### Wires at chosen ports, followed through buffers

Bar = 10 µm.
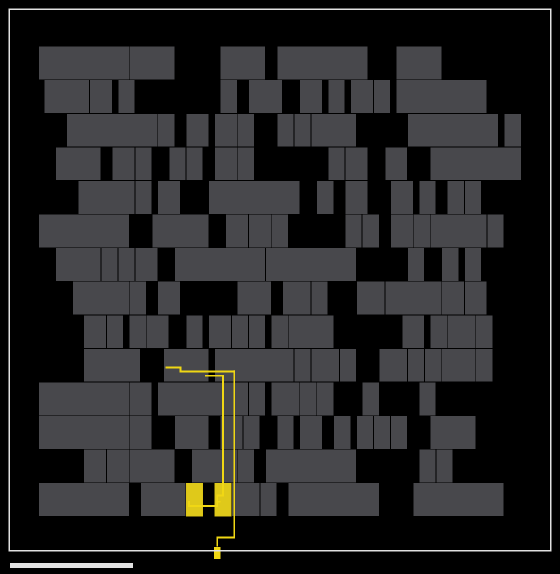
### Clock nets

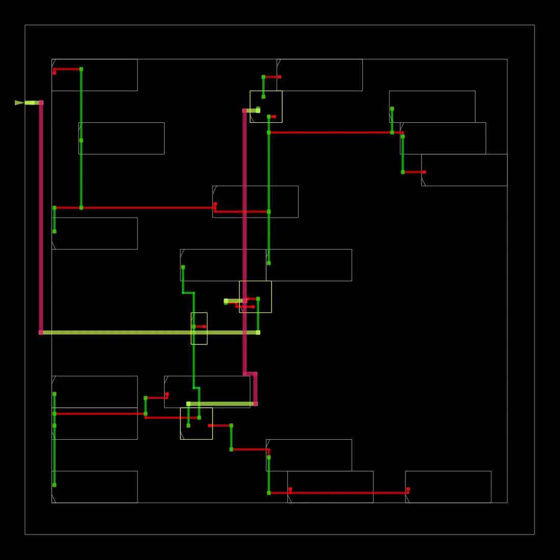
### Where the registers sit

Bar = 10 µm. Other sequential cells in the stronger gray, the rest of the logic in the fainter gray.
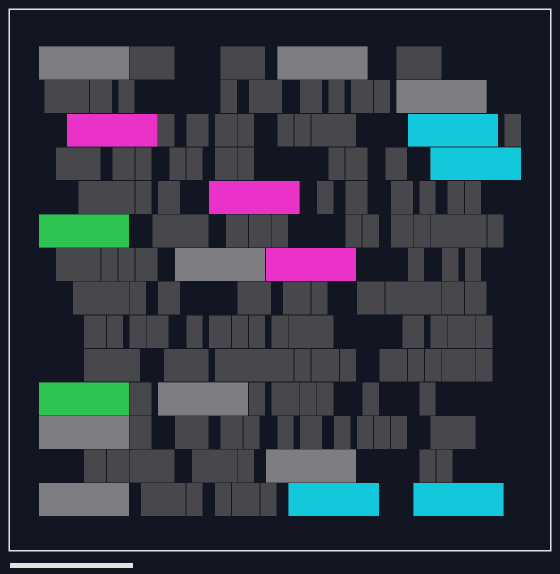
### Wiring by layer

Only two layers are drawn.
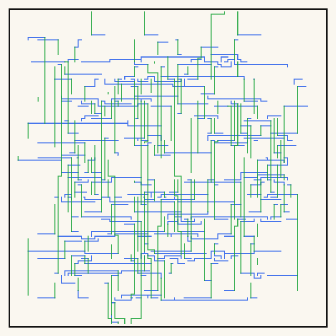
`src/rtl/mux41_scan_ctrl.sv`:
```
// Select sequencer for a 4:1 mux. Frame valid arrives 4*(SETTLE_CYC+1) cycles after start.
// Backpressure: HOLD stalls with data and select frozen until frame_ready is high.
module mux41_scan_ctrl #(
  parameter int unsigned SETTLE_CYC = 1,
  parameter bit          CONTINUOUS = 1'b0
) (
  input  logic       clk,
  input  logic       rst_n,
  input  logic       start,
  input  logic       y_in,
  output logic       s1,
  output logic       s0,
  output logic [3:0] frame_data,
  output logic       frame_valid,
  input  logic       frame_ready,
  output logic       busy
);

  if (SETTLE_CYC < 1 || SETTLE_CYC > 15) begin : g_bad_settle
    $error("mux41_scan_ctrl: SETTLE_CYC=%0d outside legal range 1..15", SETTLE_CYC);
  end

  typedef enum logic [1:0] {
    IDLE   = 2'd0,
    SETTLE = 2'd1,
    SAMPLE = 2'd2,
    HOLD   = 2'd3
  } state_t;

  localparam logic [3:0] RELOAD = 4'(SETTLE_CYC - 1);

  state_t     state_q;
  logic [1:0] sel_q;
  logic [3:0] cnt_q;
  logic [2:0] shadow_q;
  logic [3:0] frame_q;
  logic       valid_q;
  logic       busy_q;

  always_ff @(posedge clk) begin
    if (!rst_n) begin
      state_q  <= IDLE;
      sel_q    <= 2'd0;
      cnt_q    <= 4'd0;
      shadow_q <= 3'b000;
      frame_q  <= 4'b0000;
      valid_q  <= 1'b0;
      busy_q   <= 1'b0;
    end else begin
      case (state_q)
        IDLE: begin
          if (start) begin
            state_q <= SETTLE;
            sel_q   <= 2'd0;
            cnt_q   <= RELOAD;
            busy_q  <= 1'b1;
          end
        end
        SETTLE: begin
          if (cnt_q == 4'd0) state_q <= SAMPLE;
          else               cnt_q   <= cnt_q - 4'd1;
        end
        SAMPLE: begin
          // Channel 3 goes straight into the frame; only d0..d2 need shadowing.
          case (sel_q)
            2'd0: shadow_q[0] <= y_in;
            2'd1: shadow_q[1] <= y_in;
            2'd2: shadow_q[2] <= y_in;
            default: begin
              frame_q <= {y_in, shadow_q};
              valid_q <= 1'b1;
            end
          endcase
          if (sel_q == 2'd3) begin
            state_q <= HOLD;
          end else begin
            sel_q   <= sel_q + 2'd1;
            cnt_q   <= RELOAD;
            state_q <= SETTLE;
          end
        end
        HOLD: begin
          if (frame_ready) begin
            valid_q <= 1'b0;
            sel_q   <= 2'd0;
            if (CONTINUOUS) begin
              cnt_q   <= RELOAD;
              state_q <= SETTLE;
            end else begin
              busy_q  <= 1'b0;
              state_q <= IDLE;
            end
          end
        end
        default: state_q <= IDLE;
      endcase
    end
  end

  assign s1          = sel_q[1];
  assign s0          = sel_q[0];
  assign frame_data  = frame_q;
  assign frame_valid = valid_q;
  assign busy        = busy_q;

endmodule

```
`config.mk`:
```
export PLATFORM = sky130hd
export DESIGN_NAME = mux41_scan_ctrl
export DESIGN_NICKNAME = d
export VERILOG_FILES = /design/src/rtl/mux41_scan_ctrl.sv
export SDC_FILE = /design/constraint.sdc
export NUM_CORES = 1
export LEC_CHECK = 0
export ABC_AREA = 1
export ABC_CLOCK_PERIOD_IN_PS = 3550
export CORE_MARGIN = 2
export CORE_UTILIZATION = 55
export CTS_CLUSTER_SIZE = 30
export DETAILED_ROUTE_END_ITERATION = 8
export GPL_ROUTABILITY_DRIVEN = 0
export PLACE_DENSITY = 0.77
export REMOVE_ABC_BUFFERS = 1
export SLEW_MARGIN = 25
export SYNTH_ARGS = -nofsm -noshare
export SYNTH_HDL_FRONTEND = slang
export SYNTH_SLANG_ARGS = --single-unit
```
`constraint.sdc`:
```
create_clock -name clk -period 3.55 [get_ports clk]
set_input_delay 0.71 -clock clk [delete_from_list [all_inputs] [get_ports clk]]
set_output_delay 0.71 -clock clk [all_outputs]
set_load 0.05 [all_outputs]
```
==> results_slide.txt <==
Flow Results at a Glance

Final layout
  – Inverters: 17
  – Dominant kind of cell by area: logic gates

Critical path
  – Worst setup EP type: output pin
  – Largest delay contributor family on the critical path: buffers and inverters

Synthesis
  – Ys flops: 17
  – Area reported by Yosys stat: 868.3 µm²
  – Cell variety after synth: 17
  – Area leader share: 39.19%
  – Syn_area_per_cell: 7.060 µm²
  – XORs/XNORs by Area: 0%

Clocking
  – Hold bufs inserted after CTS: 0

Power and ir drop
  – P_seq: 0.214 mW
  – Combinational share of power: 26.1%

Drt
  – WL final: 1.617 mm

Job
  – OpenROAD warnings: 29

Outcome
  – Status: finished, final reports clean

Global route
  – Largest net degree at the start of global routing: 14
  – Wire length of the first global-routing pass: 2.684 mm
  – Vias in the first global route: 657
  – GRT met3 Usage: 2.917%

Timing
  – Worst hold slack: 463.0 ps
-- 'Wires at chosen ports, followed through buffers' (at the start) --
port	color	bits	direction	edge	end cells	wire
start	yellow	1	input	bottom	2	36.5 µm

-- 'Clock nets' (at the start) --
CTS Sinks: 17
Latency at later pin: 290 ps
final-layout clock buffer total: 4
flip-flops: 17
clock network power: 0.103 mW

-- 'Where the registers sit' (at the start) --
name in the netlist	color	sequential cells
shadow_q	magenta	3
sel_q	green	2
cnt_q	cyan	4
not colored	8

-- 'Wiring by layer' (at the start) --
layer	color	wire length
metal 1	blue	749 µm
metal 2	green	763 µm

Power is estimated from default activity; no workload was simulated.
